**Run 1: metal layers overlaid**

Scale: 2 px per µm.
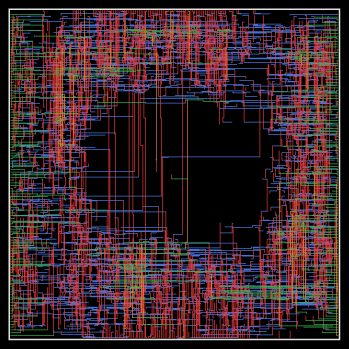
**Run 1: met4 routing**

Scale: 2 px per µm.
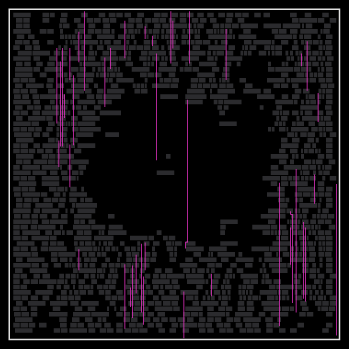
**Run 1: congestion heat map**

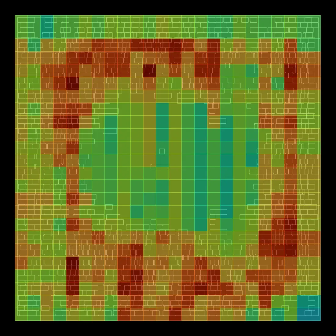
$ cat src/rtl/decode_operand_stage_pkg.sv
// Shared types and constants for the decode operand stage and its forwarding mux.
package decode_operand_stage_pkg;

    typedef logic [4:0] reg_id_t;

    localparam reg_id_t ZERO_REG = '0;

    typedef struct packed {
        reg_id_t     registerId;
        logic        dataReady;
        logic [31:0] data;
    } stage_fwd_t;

endpackage

$ cat src/rtl/operand_forward_mux.sv
// Resolves one source operand against an age-ordered list of in-flight results
// (index 0 youngest), falling back to register-file data.
import decode_operand_stage_pkg::*;

module operand_forward_mux #(
    parameter int XLEN     = 32,
    parameter int REG_ID_W = 5,
    parameter int NUM_SRC  = 4
) (
    input  logic [REG_ID_W-1:0]         read_id,
    input  logic [NUM_SRC*REG_ID_W-1:0] src_id,
    input  logic [NUM_SRC-1:0]          src_ready,
    input  logic [NUM_SRC*XLEN-1:0]     src_data,
    input  logic [XLEN-1:0]             rf_data,
    output logic [XLEN-1:0]             data,
    output logic                        hazard
);

    always_comb begin
        data   = rf_data;
        hazard = 1'b0;
        if (read_id == REG_ID_W'(ZERO_REG)) begin
            data = '0;
        end else begin
            // Walk oldest to youngest so the youngest match is the one left standing.
            for (int i = NUM_SRC - 1; i >= 0; i--) begin
                if (src_id[i*REG_ID_W +: REG_ID_W] == read_id) begin
                    data   = src_data[i*XLEN +: XLEN];
                    hazard = !src_ready[i];
                end
            end
        end
    end

endmodule

$ cat src/rtl/decode_operand_stage.sv
// Decode operand stage: operand forwarding, hazard stall/bubble and output register.
// Optional stall statistics outputs are enabled with DECODE_STALL_STATS_EN.
import decode_operand_stage_pkg::*;

module decode_operand_stage #(
    parameter int XLEN      = 32,
    parameter int REG_ID_W  = 5,
    parameter int NUM_READ  = 2,
    parameter int FWD_DEPTH = 3
) (
    input  logic                         clock,
    input  logic                         reset,
    input  logic                         inValid,
    input  logic [XLEN-1:0]              inProgramCounter,
    input  logic [NUM_READ*REG_ID_W-1:0] readId,
    input  logic [NUM_READ-1:0]          readRequired,
    input  logic [NUM_READ*XLEN-1:0]     regFileData,
    input  logic [REG_ID_W-1:0]          writeId,
    input  logic                         writeDataReady,
    input  logic [XLEN-1:0]              writeData,
    input  logic [FWD_DEPTH*REG_ID_W-1:0] fwdId,
    input  logic [FWD_DEPTH-1:0]         fwdReady,
    input  logic [FWD_DEPTH*XLEN-1:0]    fwdData,
    input  logic                         stallIn,
    input  logic                         flush,
    output logic                         stallOut,
    output logic                         outValid,
    output logic [XLEN-1:0]              outProgramCounter,
    output logic [NUM_READ*REG_ID_W-1:0] outReadId,
    output logic [NUM_READ*XLEN-1:0]     outReadData,
    output logic [REG_ID_W-1:0]          outWriteId,
    output logic                         outWriteDataReady,
    output logic [XLEN-1:0]              outWriteData
`ifdef DECODE_STALL_STATS_EN
    ,
    output logic [31:0]                  hazardStallCycles,
    output logic [31:0]                  bubbleCount
`endif
);

    localparam int NUM_SRC = FWD_DEPTH + 1;

    logic [REG_ID_W-1:0]         write_id_q;
    logic                        write_ready_q;
    logic [XLEN-1:0]             write_data_q;
    logic [NUM_READ-1:0]         hazard;
    logic [NUM_READ*XLEN-1:0]    resolved_data;
    logic                        hazard_stall;
    logic [NUM_SRC*REG_ID_W-1:0] src_id;
    logic [NUM_SRC-1:0]          src_ready;
    logic [NUM_SRC*XLEN-1:0]     src_data;

    // A bubble exports id 0 so it can never be matched as a forwarding source.
    assign outWriteId        = outValid ? write_id_q : '0;
    assign outWriteDataReady = !outValid | write_ready_q;
    assign outWriteData      = outValid ? write_data_q : '0;

    assign src_id    = {fwdId, outWriteId};
    assign src_ready = {fwdReady, outWriteDataReady};
    assign src_data  = {fwdData, outWriteData};

    for (genvar p = 0; p < NUM_READ; p++) begin : g_port
        operand_forward_mux #(
            .XLEN     (XLEN),
            .REG_ID_W (REG_ID_W),
            .NUM_SRC  (NUM_SRC)
        ) u_mux (
            .read_id   (readId[p*REG_ID_W +: REG_ID_W]),
            .src_id    (src_id),
            .src_ready (src_ready),
            .src_data  (src_data),
            .rf_data   (regFileData[p*XLEN +: XLEN]),
            .data      (resolved_data[p*XLEN +: XLEN]),
            .hazard    (hazard[p])
        );
    end

    assign hazard_stall = inValid & |(hazard & readRequired);
    assign stallOut     = (hazard_stall | stallIn) & !flush;

    always_ff @(posedge clock or posedge reset) begin
        if (reset) begin
            outValid          <= 1'b0;
            outProgramCounter <= '0;
            outReadId         <= '0;
            outReadData       <= '0;
            write_id_q        <= '0;
            write_ready_q     <= 1'b1;
            write_data_q      <= '0;
        end else if (flush) begin
            outValid <= 1'b0;
        end else if (stallIn) begin
            // Hold everything, even with a hazard pending, so the held instruction survives.
        end else if (hazard_stall) begin
            outValid <= 1'b0;
        end else begin
            outValid          <= inValid;
            outProgramCounter <= inProgramCounter;
            outReadId         <= readId;
            outReadData       <= resolved_data;
            write_id_q        <= writeId;
            write_ready_q     <= writeDataReady;
            write_data_q      <= writeData;
        end
    end

`ifdef DECODE_STALL_STATS_EN
    always_ff @(posedge clock or posedge reset) begin
        if (reset) begin
            hazardStallCycles <= '0;
            bubbleCount       <= '0;
        end else begin
            if (hazard_stall && !stallIn && !flush && hazardStallCycles != '1)
                hazardStallCycles <= hazardStallCycles + 32'd1;
            if ((flush || (hazard_stall && !stallIn)) && bubbleCount != '1)
                bubbleCount <= bubbleCount + 32'd1;
        end
    end
`endif

endmodule
$ cat config.mk
export PLATFORM = sky130hd
export DESIGN_NAME = decode_operand_stage
export DESIGN_NICKNAME = d
export VERILOG_FILES = /design/src/rtl/decode_operand_stage_pkg.sv /design/src/rtl/operand_forward_mux.sv /design/src/rtl/decode_operand_stage.sv
export SDC_FILE = /design/constraint.sdc
export NUM_CORES = 1
export LEC_CHECK = 0
export CAP_MARGIN = 20
export CORE_UTILIZATION = 35
export DETAILED_ROUTE_END_ITERATION = 12
export HOLD_SLACK_MARGIN = 0.03
export PLACE_DENSITY = 0.8
export SYNTH_ARGS = -nofsm -noshare
export SYNTH_HDL_FRONTEND = slang
export SYNTH_SLANG_ARGS = --single-unit
$ cat constraint.sdc
create_clock -name clock -period 4.5 [get_ports clock]
set_input_delay 0.9 -clock clock [delete_from_list [all_inputs] [get_ports clock]]
set_output_delay 0.9 -clock clock [all_outputs]
set_load 0.01 [all_outputs]
==> reports/qor.rpt, run 1 <==
RUN STATUS
--------------------------------------------------------------------------------------------------------
Run status                                                                                  complete, no violations

CLOCK NETWORK
--------------------------------------------------------------------------------------------------------
Cells resized by post-CTS repair                                                                       1
Post-CTS clock slew at the launch and capture registers of the worst setup and hold paths          70 ps
CTS Buf Count                                                                                         17
Number of levels the H-tree was split into                                                             4
Clock buffer depth                                                                                     2
TritonCTS clock tree                                                                                done
Hold bufs inserted after CTS                                                                           0

SETUP PATH
--------------------------------------------------------------------------------------------------------
Path depth of the worst reg2reg path                                                                   9
Critical path's largest stage delay                                                               480 ps
RR Endpoint                                                                                 write_data_q[11]
Master of the slowest instance on the critical path                                         sky130_fd_sc_hd__clkdlybuf4s50_1
Crit path max fanout                                                                                   6
Crit path depth                                                                                       10
Data required time of the critical path                                                          3600 ps
Crit Path Category                                                                                in2out
Most used cell, CP                                                                          sky130_fd_sc_hd__clkdlybuf4s50_1
Worst reg-to-reg setup slack                                                                     1180 ps
WP data arrival                                                                                  3450 ps

SYNTHESIS
--------------------------------------------------------------------------------------------------------
Top-count cell post-synth                                                                   sky130_fd_sc_hd__dfrtp_1
#FFs+latches synth                                                                                   145
MUX share of area                                                                                  24.5%
Most frequently used flop master after synthesis                                            sky130_fd_sc_hd__dfrtp_1
Number of nets at floorplan                                                                         1206
Yosys chip area                                                                              0.00922 mm²
Post-synth EDFFs                                                                                       0
Unique cell types                                                                                     42
Top cells by count                                                                          sky130_fd_sc_hd__dfrtp_1, sky130_fd_sc_hd__o21ai_0, sky130_fd_sc_hd__mux2_2
Top area cell types                                                                         sky130_fd_sc_hd__dfrtp_1, sky130_fd_sc_hd__mux2_2, sky130_fd_sc_hd__mux2_1
Synthesized cell area                                                                        0.00922 mm²
Library cell occupying the most area in the post-synthesis netlist                          sky130_fd_sc_hd__dfrtp_1
Number of cell instances after yosys synthesis                                                       941
Simple-Gate Area Share                                                                             11.2%

CELLS AND AREA
--------------------------------------------------------------------------------------------------------
Multi-input gate share of total cell area                                                          35.9%
Layout cells sized above 1                                                                         13.4%
Final non-filler cell total                                                                         1667
Inverters                                                                                              4
Register share of the cell area                                                                    25.3%
Clock network area share                                                                           4.37%
Fill cell instance count of the final layout                                                        2292

POWER
--------------------------------------------------------------------------------------------------------
Internal power contribution                                                                      3.50 mW
Pleak                                                                                            6.06 nW
Max power group                                                                             sequential cells
Power per cell area                                                                           346 mW/mm²
Switching power                                                                                  1.46 mW
Power in sequential cells                                                                        1.75 mW
Power share of the sequential group                                                                35.2%
Combinational logic power                                                                        1.66 mW

PLACEMENT
--------------------------------------------------------------------------------------------------------
Half-perimeter wire length after detailed placement                                              26.5 mm
Final GP Congestion                                                                                0.898
Number of port buffers                                                                               410

FLOORPLAN
--------------------------------------------------------------------------------------------------------
Placeable Area                                                                                0.0260 mm²
Height of the chip                                                                                164 µm
Number of I/O pins                                                                                   411
Well tap count                                                                                       335
Die Area                                                                                      0.0270 mm²
Horizontal die dimension                                                                          164 µm
Core utilization before placement                                                                  35.5%
Number of placement rows                                                                              59

DETAILED ROUTING
--------------------------------------------------------------------------------------------------------
Mean number of vias per cell                                                                        5.68
DRC                                                                                                    0
Number of nets with antenna violations after detailed routing                                          0
WL met1                                                                                          14.5 mm
Total number of vias                                                                                9469
Wire length on met2                                                                              17.8 mm
Final WL                                                                                         37.4 mm
First-pass iteration count of the detailed router                                                      8

GLOBAL ROUTE
--------------------------------------------------------------------------------------------------------
Largest net degree at the start of global routing                                                     65
M3 GR Usage                                                                                        8.26%
Antenna violations before repair                                                                       1

STA
--------------------------------------------------------------------------------------------------------
Timing-limited maximum frequency                                                               0.230 GHz
Setup clock skew after layout                                                                    12.3 ps
Post-route worst setup slack                                                                      148 ps
Final-report setup violation count                                                                     0

JOB
--------------------------------------------------------------------------------------------------------
Max-capacitance violation count                                                                        0
OpenROAD warning count                                                                                26

HOLD PATH
--------------------------------------------------------------------------------------------------------
Cell depth of the worst hold path                                                                      1

Back to the opening pictures, 'metal layers overlaid':
- M1: blue (wire length 14500 µm)
- M2: red (wire length 17800 µm)
- M3: green (wire length 3890 µm)
- M4: orange (wire length 1180 µm)

Back to the opening pictures, 'met4 routing':
- main direction: vertical
- nets with wire on the layer: 38

Back to the opening pictures, 'congestion heat map':
Util after Layout: 55.3%
GR met2 Demand/Resource: 46.0%
Global Route met1 Usage: 31.6%

==> run 1: sequential cells by signal, summed over array words and instances (netlist names) <==
register / count
write_data_q: 32
outReadData: 64
outProgramCounter: 32
write_id_q: 5
write_ready_q: 1
outReadId: 10
outValid: 1
==> run 1: per-stage QoR <==
stage / power (mW) / hold slack (ps) / utilization (%) / instance area (µm²)
after global placement: 3.39 / 466 / 52.8 / 13700
after detailed placement: 3.42 / 473 / 52.8 / 13700
final: 4.96 / 484 / 55.3 / 14400
after global routing: 5.18 / 502 / 55.3 / 14400
after floorplan: 2.45 / 456 / - / 9230
after CTS: 5.00 / 487 / 55.2 / 14300
--- run 2 (diff from run 1) ---
--- a/config.mk
+++ b/config.mk
@@ -7,6 +7,7 @@
 export LEC_CHECK = 0
 export CAP_MARGIN = 20
 export CORE_UTILIZATION = 35
+export CTS_CLUSTER_DIAMETER = 50
 export DETAILED_ROUTE_END_ITERATION = 12
 export HOLD_SLACK_MARGIN = 0.03
 export PLACE_DENSITY = 0.8
**Run 2: congestion heat map**

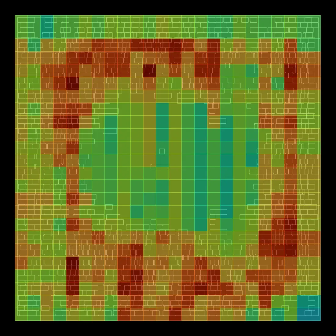
total routing resource utilization after global routing: 27.1%
M3 GR Usage: 8.26%

==> run 2 against run 1 <==
Compared with the run above: total power did not move; critical path type unchanged; highest routed layer unchanged; fmax did not move; register-to-register slack barely moved; die area did not move; cell count did not move; worst hold slack did not move; synthesized cell count did not move; largest power group unchanged.
==> reports/qor.rpt, run 2 <==
STA
--------------------------------------------------------------------------------------------------------
Worst Hold Slack                                                                                  484 ps
Post-route worst setup slack                                                                      148 ps
Timing-limited maximum frequency                                                               0.230 GHz
Final-report setup violation count                                                                     0
Setup clock skew after layout                                                                    12.3 ps

CLOCK NETWORK
--------------------------------------------------------------------------------------------------------
Number of levels the H-tree was split into                                                             4
Hold bufs inserted after CTS                                                                           0
CTS Buf Count                                                                                         17
Cells resized by post-CTS repair                                                                       1
Clock buffer depth                                                                                     2
Post-CTS clock slew at the launch and capture registers of the worst setup and hold paths          70 ps
TritonCTS clock tree                                                                                done

DETAILED ROUTING
--------------------------------------------------------------------------------------------------------
Number of nets with antenna violations after detailed routing                                          0
DRC                                                                                                    0
Final WL                                                                                         37.4 mm
Wire length on met2                                                                              17.8 mm
Mean number of vias per cell                                                                        5.68
WL met1                                                                                          14.5 mm
Total number of vias                                                                                9469
First-pass iteration count of the detailed router                                                      8

GLOBAL ROUTE
--------------------------------------------------------------------------------------------------------
Global-route layer with the greatest usage                                                          met2
Antenna violations before repair                                                                       1
GR met2 Demand/Resource                                                                            46.0%
Largest net degree at the start of global routing                                                     65

POWER
--------------------------------------------------------------------------------------------------------
Power per cell area                                                                           346 mW/mm²
Switching power                                                                                  1.46 mW
Power share of the sequential group                                                                35.2%
Internal power contribution                                                                      3.50 mW
Pleak                                                                                            6.06 nW
Max power group                                                                             sequential cells
Power in sequential cells                                                                        1.75 mW

CELLS AND AREA
--------------------------------------------------------------------------------------------------------
Fill cell instance count of the final layout                                                        2292
Util after Layout                                                                                  55.3%
Largest registers                                                                           outReadData: 64 flops, outProgramCounter: 32 flops, write_data_q: 32 flops
Max reg flops                                                                                         64
Clock network area share                                                                           4.37%
Register with the highest flop count                                                         outReadData
Register share of the cell area                                                                    25.3%
Final non-filler cell total                                                                         1667
Inverters                                                                                              4
Layout cells sized above 1                                                                         13.4%

PLACEMENT
--------------------------------------------------------------------------------------------------------
Final GP Congestion                                                                                0.898
Cell Area, Placed                                                                             0.0137 mm²
Number of port buffers                                                                               410
Half-perimeter wire length after detailed placement                                              26.5 mm

SETUP PATH
--------------------------------------------------------------------------------------------------------
Crit path max fanout                                                                                   6
Critical path's largest stage delay                                                               480 ps
Crit Path Category                                                                                in2out
Master of the slowest instance on the critical path                                         sky130_fd_sc_hd__clkdlybuf4s50_1
Worst reg-to-reg setup slack                                                                     1180 ps
Path depth of the worst reg2reg path                                                                   9
Data required time of the critical path                                                          3600 ps
Reg2reg start                                                                                   outValid
RR Endpoint                                                                                 write_data_q[11]
WP data arrival                                                                                  3450 ps
Crit path depth                                                                                       10
Most used cell, CP                                                                          sky130_fd_sc_hd__clkdlybuf4s50_1

SYNTHESIS
--------------------------------------------------------------------------------------------------------
Unique cell types                                                                                     42
Library cell occupying the most area in the post-synthesis netlist                          sky130_fd_sc_hd__dfrtp_1
Yosys chip area                                                                              0.00922 mm²
Synthesized cell area                                                                        0.00922 mm²
Most frequently used flop master after synthesis                                            sky130_fd_sc_hd__dfrtp_1
Top area cell types                                                                         sky130_fd_sc_hd__dfrtp_1, sky130_fd_sc_hd__mux2_2, sky130_fd_sc_hd__mux2_1
Post-synth EDFFs                                                                                       0
Top-count cell post-synth                                                                   sky130_fd_sc_hd__dfrtp_1
MUX share of area                                                                                  24.5%
#FFs+latches synth                                                                                   145
Number of nets at floorplan                                                                         1206
Simple-Gate Area Share                                                                             11.2%
Number of cell instances after yosys synthesis                                                       941

FLOORPLAN
--------------------------------------------------------------------------------------------------------
Horizontal die dimension                                                                          164 µm
Height of the chip                                                                                164 µm
Number of placement rows                                                                              59
Number of I/O pins                                                                                   411
Well tap count                                                                                       335
Die Area                                                                                      0.0270 mm²
Placeable Area                                                                                0.0260 mm²

RUN STATUS
--------------------------------------------------------------------------------------------------------
Run status                                                                                  complete, no violations

JOB
--------------------------------------------------------------------------------------------------------
Max-capacitance violation count                                                                        0
OpenROAD warning count                                                                                26

==> run 2: cell counts in the layout (fill, tap and decap cells not counted) <==
Identical to the previous run, type by type.
==> run 2: how the worst min path moves through the flow <==
stage	start	end	depth (start not counted)
6_report	write_data_q[14]	write_data_q[14]	1
5_1_grt	write_data_q[17]	write_data_q[17]	1
4_1_cts	write_data_q[25]	write_data_q[25]	1
3_5_place_dp	write_data_q[25]	write_data_q[25]	1
3_3_place_gp	write_data_q[19]	write_data_q[19]	1
2_1_floorplan	write_data_q[14]	write_data_q[14]	1
==> run 2: cells by family (layout without fill, tap and decap cells) <==
group	after synthesis	after routing
buffers and inverters	99	489
XOR/XNOR	36	36
AND-OR/OR-AND	245	245
multiplexers	208	208
flip-flops	145	145
other	0	1
AND/OR/NAND/NOR	208	208
--- run 3 (diff from run 2) ---
--- a/config.mk
+++ b/config.mk
@@ -11,6 +11,7 @@
 export DETAILED_ROUTE_END_ITERATION = 12
 export HOLD_SLACK_MARGIN = 0.03
 export PLACE_DENSITY = 0.8
+export SETUP_SLACK_MARGIN = 0.1
 export SYNTH_ARGS = -nofsm -noshare
 export SYNTH_HDL_FRONTEND = slang
 export SYNTH_SLANG_ARGS = --single-unit
==> constraint.sdc (replaced) <==
create_clock -name clock -period 4.5 [get_ports clock]
set_input_delay 0.9 -clock clock [delete_from_list [all_inputs] [get_ports clock]]
set_output_delay 0.9 -clock clock [all_outputs]
set_load 0.05 [all_outputs]
**Run 3: congestion heat map**

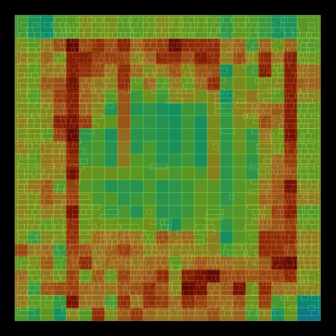
M3 GR Usage: 7.73%
GR met2 Demand/Resource: 45.6%
global-route layer with the greatest usage: met2
Util after Layout: 54.9%
total routing resource utilization after global routing: 27.0%

==> run 3 against run 2 <==
Compared with the run above: worst setup slack better by 99 ps; count of clock-buffer cells in the layout is 3 lower; largest power group is now combinational cells; register-to-register slack better by 40 ps; flip-flop count stayed put; clock skew is 3.3 ps higher; synthesized area stayed put; sequential share of layout area is 0.20 points higher.
==> reports/qor.rpt, run 3 <==
STA
--------------------------------------------------------------------------------------------------------
Final-report setup violation count                                                                     0
Setup clock skew after layout                                                                    15.5 ps
Final worst path period share                                                                      94.5%
Worst Tran Pin Value                                                                              862 ps
Sum of negative setup slack                                                                         0 ps
Minimum clock period                                                                             4250 ps
Worst Hold Slack                                                                                  482 ps
Post-route worst setup slack                                                                      247 ps
Timing-limited maximum frequency                                                               0.235 GHz

SYNTHESIS
--------------------------------------------------------------------------------------------------------
Yosys chip area                                                                              0.00922 mm²
Top-count cell post-synth                                                                   sky130_fd_sc_hd__dfrtp_1
#FFs+latches synth                                                                                   145
Seq share, synth                                                                                   39.4%
Top cells by count                                                                          sky130_fd_sc_hd__dfrtp_1, sky130_fd_sc_hd__o21ai_0, sky130_fd_sc_hd__mux2_2
Count of synthesis-stage warnings from yosys                                                           0
Most frequently used flop master after synthesis                                            sky130_fd_sc_hd__dfrtp_1
Simple-Gate Area Share                                                                             11.2%
Number of cell instances after yosys synthesis                                                       941
Area fraction in full adders, half adders and majority gates                                          0%
Yosys xor share                                                                                    3.42%
Unique cell types                                                                                     42
Number of nets at floorplan                                                                         1206
Top area cell types                                                                         sky130_fd_sc_hd__dfrtp_1, sky130_fd_sc_hd__mux2_2, sky130_fd_sc_hd__mux2_1
Synthesized cell area                                                                        0.00922 mm²
MUX share of area                                                                                  24.5%
Library cell occupying the most area in the post-synthesis netlist                          sky130_fd_sc_hd__dfrtp_1
Share of the synthesized area in the top cell type                                                 39.1%
Post-Syn Instances                                                                                   941
Post-synth EDFFs                                                                                       0

CELLS AND AREA
--------------------------------------------------------------------------------------------------------
Max reg flops                                                                                         64
Final non-filler cell total                                                                         1661
Multi-input combinational cell area                                                          0.00515 mm²
Largest registers                                                                           outReadData: 64 flops, outProgramCounter: 32 flops, write_data_q: 32 flops
Flip-flop and latch area                                                                     0.00363 mm²
Antenna diode instance count                                                                           2
Most used cells in the layout excluding fill and tap cells                                  sky130_fd_sc_hd__clkdlybuf4s50_1, sky130_fd_sc_hd__dfrtp_1, sky130_fd_sc_hd__o21ai_0, sky130_fd_sc_hd__mux2_2, sky130_fd_sc_hd__a31oi_1
Count of clock buffers in the final design                                                            18
Largest cell class                                                                          combinational gates
Multi-input gates                                                                                    697
Register with the highest flop count                                                         outReadData
Inverters                                                                                              4
Layout cells sized above 1                                                                         13.2%
Multi-input gate share of total cell area                                                          36.1%
Register share of the cell area                                                                    25.5%
Fill cell instance count of the final layout                                                        2265
Non-Filler Cell Area, Final                                                                   0.0143 mm²
Fraction of cell area in non-clock buffers                                                         31.4%
Clock network area share                                                                           3.93%

DETAILED ROUTING
--------------------------------------------------------------------------------------------------------
Final WL                                                                                         37.2 mm
Total number of vias                                                                                9392
Met3 layer wire length in the routed design                                                      3.71 mm
Wire length on met2                                                                              17.7 mm
Mean number of vias per cell                                                                        5.65
First-pass iteration count of the detailed router                                                      5
WL met1                                                                                          14.5 mm
DRC                                                                                                    0
Number of nets with antenna violations after detailed routing                                          0
Drt first-iter violations                                                                            642

SETUP PATH
--------------------------------------------------------------------------------------------------------
WP data arrival                                                                                  3350 ps
Cell breakdown of the critical path                                                         clkdlybuf4s50_1 > and4bb_1 > a31o_2 > a22oi_1 > or3_2 > or3_1 > a31oi_1 > o21ba_2 > buf_4
Delay-heaviest family, CP                                                                   simple AND/OR/NAND/NOR gates
Crit Path Category                                                                                in2out
Data required time of the critical path                                                          3600 ps
Crit path max fanout                                                                                   4
Master of the slowest instance on the critical path                                         sky130_fd_sc_hd__or3_2
Critical path's largest stage delay                                                               560 ps

POWER
--------------------------------------------------------------------------------------------------------
Total clock network power                                                                        1.38 mW
Power per cell area                                                                           387 mW/mm²
Internal power contribution                                                                      3.29 mW
Max power group                                                                             combinational cells
Combinational logic power                                                                        2.39 mW
Power in sequential cells                                                                        1.74 mW
Power share of the sequential group                                                                31.6%
Switching power                                                                                  2.23 mW
Pleak                                                                                            6.02 nW
Total Power                                                                                      5.52 mW

GLOBAL ROUTE
--------------------------------------------------------------------------------------------------------
Vias in the first global route                                                                      9577
Largest net degree at the start of global routing                                                     65
Total global routing overflow                                                                          0
First-pass GRT wire length                                                                       54.8 mm
Antenna violations before repair                                                                       2

PLACEMENT
--------------------------------------------------------------------------------------------------------
Number of port buffers                                                                               410
Half-perimeter wire length after detailed placement                                              26.5 mm
Placed Cells incl. Taps                                                                             1627
Final GP Congestion                                                                                0.891
Dpl ws                                                                                            259 ps
Cell Area, Placed                                                                             0.0137 mm²

CLOCK NETWORK
--------------------------------------------------------------------------------------------------------
Number of levels the H-tree was split into                                                             4
Post-CTS clock slew at the launch and capture registers of the worst setup and hold paths          60 ps
CTS Buf Count                                                                                         17
Clock tree root driver cell                                                                 sky130_fd_sc_hd__clkbuf_16
Clock buffer depth                                                                                     2
TritonCTS clock tree                                                                                done

FLOORPLAN
--------------------------------------------------------------------------------------------------------
Number of I/O pins                                                                                   411
Horizontal die dimension                                                                          164 µm
Core utilization before placement                                                                  35.5%
Height of the chip                                                                                164 µm
Die Area                                                                                      0.0270 mm²
Well tap count                                                                                       335
Placeable Area                                                                                0.0260 mm²
Number of placement rows                                                                              59

JOB
--------------------------------------------------------------------------------------------------------
Max-capacitance violation count                                                                        0
OpenROAD warning count                                                                                26

RUN STATUS
--------------------------------------------------------------------------------------------------------
Run status                                                                                  complete, no violations

## run 3: per-layer routing
layer / vias up / track usage (%)
li1: 4178 / -
met1: 4561 / 31.5
met2: 561 / 45.6
met3: 92 / 7.73
met4: 0 / 12.3
met5: - / 0
## run 3: repair_timing
item / CTS / global route
hold buffers: 0 / 0
endpoints found under the setup margin: 0 / 1
resized: 0 / 1
## run 3: path summary, 6_finish.rpt
check	depth (start not counted)	slack (ps)	to	start
max reg2reg	8	1220	write_data_q[16]	outValid
min in group asynchronous	2	990	outProgramCounter[29]	reset
max	9	250	stallOut	readId[2]
min reg2reg	1	480	write_data_q[19]	write_data_q[19]
min	1	480	write_data_q[19]	write_data_q[19]
max in group asynchronous	3	2680	outReadData[22]	reset
No activity file was given, so power comes from the tool's default toggle rates.
